File: src/rtl/cpu_types_pkg.sv
// cpu_types_pkg: shared types for the memory stage (funct3 codes, state encoding, data word).
package cpu_types_pkg;

    typedef logic [31:0] word_t;

    typedef enum logic [2:0] {
        LB  = 3'b000,
        LH  = 3'b001,
        LW  = 3'b010,
        LBU = 3'b100,
        LHU = 3'b101
    } load_f3_t;

    typedef enum logic [2:0] {
        SB = 3'b000,
        SH = 3'b001,
        SW = 3'b010
    } store_f3_t;

    typedef enum logic [1:0] {
        IDLE,
        WAIT,
        DONE
    } mem_state_t;

endpackage

File: src/rtl/mem_lane_fmt.sv
// mem_lane_fmt: combinational load extraction/sign-extension and store lane replication/byte enables.
module mem_lane_fmt
    import cpu_types_pkg::*;
(
    input  logic [2:0] funct3_i,
    input  logic [1:0] lane_i,
    input  word_t      load_word_i,
    input  word_t      store_word_i,
    output word_t      load_fmt_o,
    output word_t      store_fmt_o,
    output logic [3:0] byteen_o
);

    logic [7:0]  b;
    logic [15:0] h;

    always_comb begin
        b           = load_word_i[8*lane_i +: 8];
        h           = lane_i[1] ? load_word_i[31:16] : load_word_i[15:0];
        load_fmt_o  = (funct3_i == LB)  ? {{24{b[7]}}, b}  :
                      (funct3_i == LH)  ? {{16{h[15]}}, h} :
                      (funct3_i == LBU) ? {24'b0, b}       :
                      (funct3_i == LHU) ? {16'b0, h}       : load_word_i;
        store_fmt_o = (funct3_i == SB) ? {4{store_word_i[7:0]}}  :
                      (funct3_i == SH) ? {2{store_word_i[15:0]}} : store_word_i;
        byteen_o    = (funct3_i == SB) ? (4'b0001 << lane_i)            :
                      (funct3_i == SH) ? (lane_i[1] ? 4'b1100 : 4'b0011) : 4'b1111;
    end

endmodule

File: src/rtl/mem_access_unit.sv
// mem_access_unit: MEM-stage data cache handshake, load/store formatting and pipeline stall.
// Optional misaligned-access trap enabled by defining MEM_MISALIGN_TRAP_EN.
module mem_access_unit
    import cpu_types_pkg::*;
#(
    parameter int ADDR_W = 32,
    parameter int DATA_W = 32,
    parameter int CNT_W  = 16
) (
    input  logic              CLK,
    input  logic              nRST,
    input  logic              dmemr_mem,
    input  logic              dmemw_mem,
    input  logic [2:0]        funct3_mem,
    input  logic [ADDR_W-1:0] addr_mem,
    input  logic [DATA_W-1:0] dmemstore_mem,
    input  logic              pipe_advance,
    input  logic              flush,
    input  logic              dhit,
    input  logic [DATA_W-1:0] dmemload,
    output logic              dmemREN,
    output logic              dmemWEN,
    output logic [ADDR_W-1:0] dmemaddr,
    output logic [DATA_W-1:0] dmemstore,
    output logic [3:0]        dmembyteen,
    output logic [DATA_W-1:0] loaddata,
    output logic              mem_stall,
    output logic [CNT_W-1:0]  stall_cycles,
    output logic              misalign
);

    mem_state_t        state_q, state_d;
    logic [DATA_W-1:0] loaddata_q, loaddata_d;
    logic [CNT_W-1:0]  stall_cycles_q, stall_cycles_d;
    logic              req, mis, access;
    word_t             load_fmt, store_fmt;
    logic [3:0]        byteen_raw;

    assign req = dmemr_mem | dmemw_mem;

`ifdef MEM_MISALIGN_TRAP_EN
    logic half_acc, word_acc, misalign_q, misalign_d;
    assign half_acc = (funct3_mem == 3'(LH)) || (dmemr_mem && funct3_mem == 3'(LHU));
    assign word_acc = funct3_mem == 3'(LW);
    assign mis      = req & ((half_acc & addr_mem[0]) | (word_acc & |addr_mem[1:0]));
`else
    assign mis = 1'b0;
`endif

    mem_lane_fmt u_fmt (
        .funct3_i    (funct3_mem),
        .lane_i      (addr_mem[1:0]),
        .load_word_i (dmemload),
        .store_word_i(dmemstore_mem),
        .load_fmt_o  (load_fmt),
        .store_fmt_o (store_fmt),
        .byteen_o    (byteen_raw)
    );

    // nRST gates the strobes so they fall with the reset, not at the next edge
    assign access     = nRST & req & !flush & !mis & (state_q != DONE);
    assign dmemREN    = access & dmemr_mem;
    assign dmemWEN    = access & dmemw_mem & !dmemr_mem;
    assign dmemaddr   = {addr_mem[ADDR_W-1:2], 2'b00};
    assign dmemstore  = store_fmt;
    assign dmembyteen = dmemWEN ? byteen_raw : 4'b0000;
    assign mem_stall  = nRST & req & !dhit & (state_q != DONE) & !flush;
    assign loaddata   = loaddata_q;
    assign stall_cycles = stall_cycles_q;

    always_comb begin
        state_d = state_q;
        case (state_q)
            IDLE:    if (req && !flush) state_d = (mis || dhit) ? DONE : WAIT;
            WAIT:    state_d = (flush || !req) ? IDLE : dhit ? DONE : WAIT;
            DONE:    if (pipe_advance || flush) state_d = IDLE;
            default: state_d = IDLE;
        endcase
        loaddata_d     = (dmemREN && dhit) ? load_fmt : loaddata_q;
        stall_cycles_d = (mem_stall && !(&stall_cycles_q)) ? stall_cycles_q + CNT_W'(1) : stall_cycles_q;
    end

    always_ff @(posedge CLK or negedge nRST) begin
        if (!nRST) begin
            state_q        <= IDLE;
            loaddata_q     <= '0;
            stall_cycles_q <= '0;
        end else begin
            state_q        <= state_d;
            loaddata_q     <= loaddata_d;
            stall_cycles_q <= stall_cycles_d;
        end
    end

`ifdef MEM_MISALIGN_TRAP_EN
    // flag is held only while DONE was reached through the trap path
    assign misalign_d = (state_d == DONE) & ((state_q == DONE) ? misalign_q : mis);
    assign misalign   = misalign_q;

    always_ff @(posedge CLK or negedge nRST) begin
        if (!nRST) misalign_q <= 1'b0;
        else       misalign_q <= misalign_d;
    end
`else
    assign misalign = 1'b0;
`endif

endmodule

File: config.mk
export PLATFORM = sky130hd
export DESIGN_NAME = mem_access_unit
export DESIGN_NICKNAME = d
export VERILOG_FILES = /design/src/rtl/cpu_types_pkg.sv /design/src/rtl/mem_lane_fmt.sv /design/src/rtl/mem_access_unit.sv
export SDC_FILE = /design/constraint.sdc
export NUM_CORES = 1
export LEC_CHECK = 0
export CAP_MARGIN = 25
export CORE_ASPECT_RATIO = 0.75
export CORE_MARGIN = 1
export CORE_UTILIZATION = 37
export DETAILED_ROUTE_END_ITERATION = 16
export GPL_TIMING_DRIVEN = 0
export PLACE_DENSITY = 0.82
export REMOVE_ABC_BUFFERS = 1
export SYNTH_ARGS = -nofsm -noshare
export SYNTH_HDL_FRONTEND = slang
export SYNTH_SLANG_ARGS = --single-unit
File: constraint.sdc
create_clock -name CLK -period 1.8 [get_ports CLK]
set_input_delay 0.36 -clock CLK [delete_from_list [all_inputs] [get_ports CLK]]
set_output_delay 0.36 -clock CLK [all_outputs]
set_load 0.05 [all_outputs]
==> images/metal_stack.png <==
Drawn at 2 px/um.
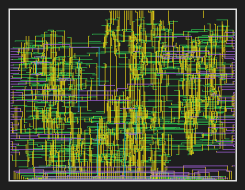
Yellow shows met2, wire length 5,740 um. Purple shows met3, wire length 1,550 um. Cyan shows met4, wire length 136 um. Green shows met1, wire length 5,490 um.

==> images/final_clocks.png <==
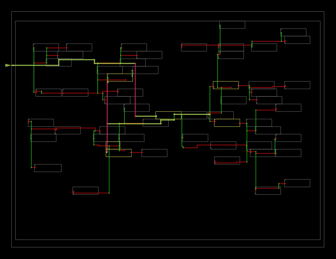
Final Skew: 2.87 ps
total CTS buffers: 5
clkbuf count: 6
Clk. pwr: 0.923 mW

==> results.json <==
{
  "nFillCells": 707,
  "bufAreaShareNonClock_pct": 38.9,
  "yosys.stat.seqShare_pct": 36.8,
  "power.switching_mw": 2.09,
  "cpMostUsedCell": "buf_6",
  "top_cells_by_area": "dfrtp_1 (37%), buf_4 (9.3%), mux2_2 (7.0%)",
  "yosys.cell_types.count": 49,
  "fmax_mhz": 555,
  "drc": 0,
  "finalNonFillerCells": 637,
  "cp.required_ps": 1440,
  "outcome": "complete, but fails checks",
  "critPathBufInv": 4,
  "p_int_mw": 2.71,
  "clk_latency_ps": 280,
  "top_cell_area_share_pct": 36.8,
  "cp_cell_sequence": "buf_8 > nor2_4 > buf_6 > buf_16 > mux2_2 > buf_6",
  "violations": "setup timing",
  "yosysTopAreaCell": "dfrtp_1",
  "synthToLayoutAreaGrowth_pct": 64.1,
  "dp_slack_ps": -1590,
  "common_cells": "dfrtp_1 (50), nor2_1 (45), buf_4 (42), a21oi_1 (38), nand2_1 (33)",
  "die_w_um": 113,
  "drt_wl_total_um": 12900,
  "drive_gt1_share_pct": 25.3,
  "xor_share_pct": 3.09,
  "layout_min_cycle_time_ps": 1800,
  "antenna_cells": 0,
  "hold_slack_ps": 75.3,
  "dp.final_hpwl_um": 8860,
  "comb_area_share_pct": 33.4,
  "clkCellAreaFrac_pct": 2.49,
  "ys_area_mm2": 0.00340,
  "ys.flops": 50,
  "min_path_type": "in -> async",
  "ff_latch_area_mm2": 0.00125,
  "cts-root-buf": "clkbuf_16",
  "power.total_mw": 4.80,
  "leakagePower_nw": 2.64,
  "use_met2_pct": 40.9,
  "clk_pin_slew_ps": 60,
  "cp_max_fo": 15,
  "ff_type": "dfrtp_1",
  "lay_top_count": "clkdlybuf4s50_1",
  "yosysWarnings": 0,
  "topCombFamilyByArea": "simple AND/OR/NAND/NOR gates",
  "design_area_mm2": 0.00558,
  "async_flop_share_pct": 100,
  "gp_congestion": 0.839,
  "cap_violations": 0,
  "seq_cells": 50,
  "avgViaCountPerCell": 5.44,
  "dpl-instance-area_mm2": 0.00485,
  "worst_r2r_endpoint": "loaddata[24]",
  "avgSynthCellArea_um2": 8.97,
  "numPortBuffers": 162,
  "fin_crit_sh_pct": 100,
  "drt_iter0_drc": 156,
  "nMultiInputCombCells": 266,
  "switching_share_pct": 43.5,
  "critPathMaxStageDelay_ps": 330,
  "worst_slack_ps": -0.718,
  "hold_violations": 0,
  "reg2reg_slack_ps": 80,
  "power_leader": "combinational cells",
  "setup_viol": 1
}
Power figures rest on the tool's default switching activity, not on a simulated workload.
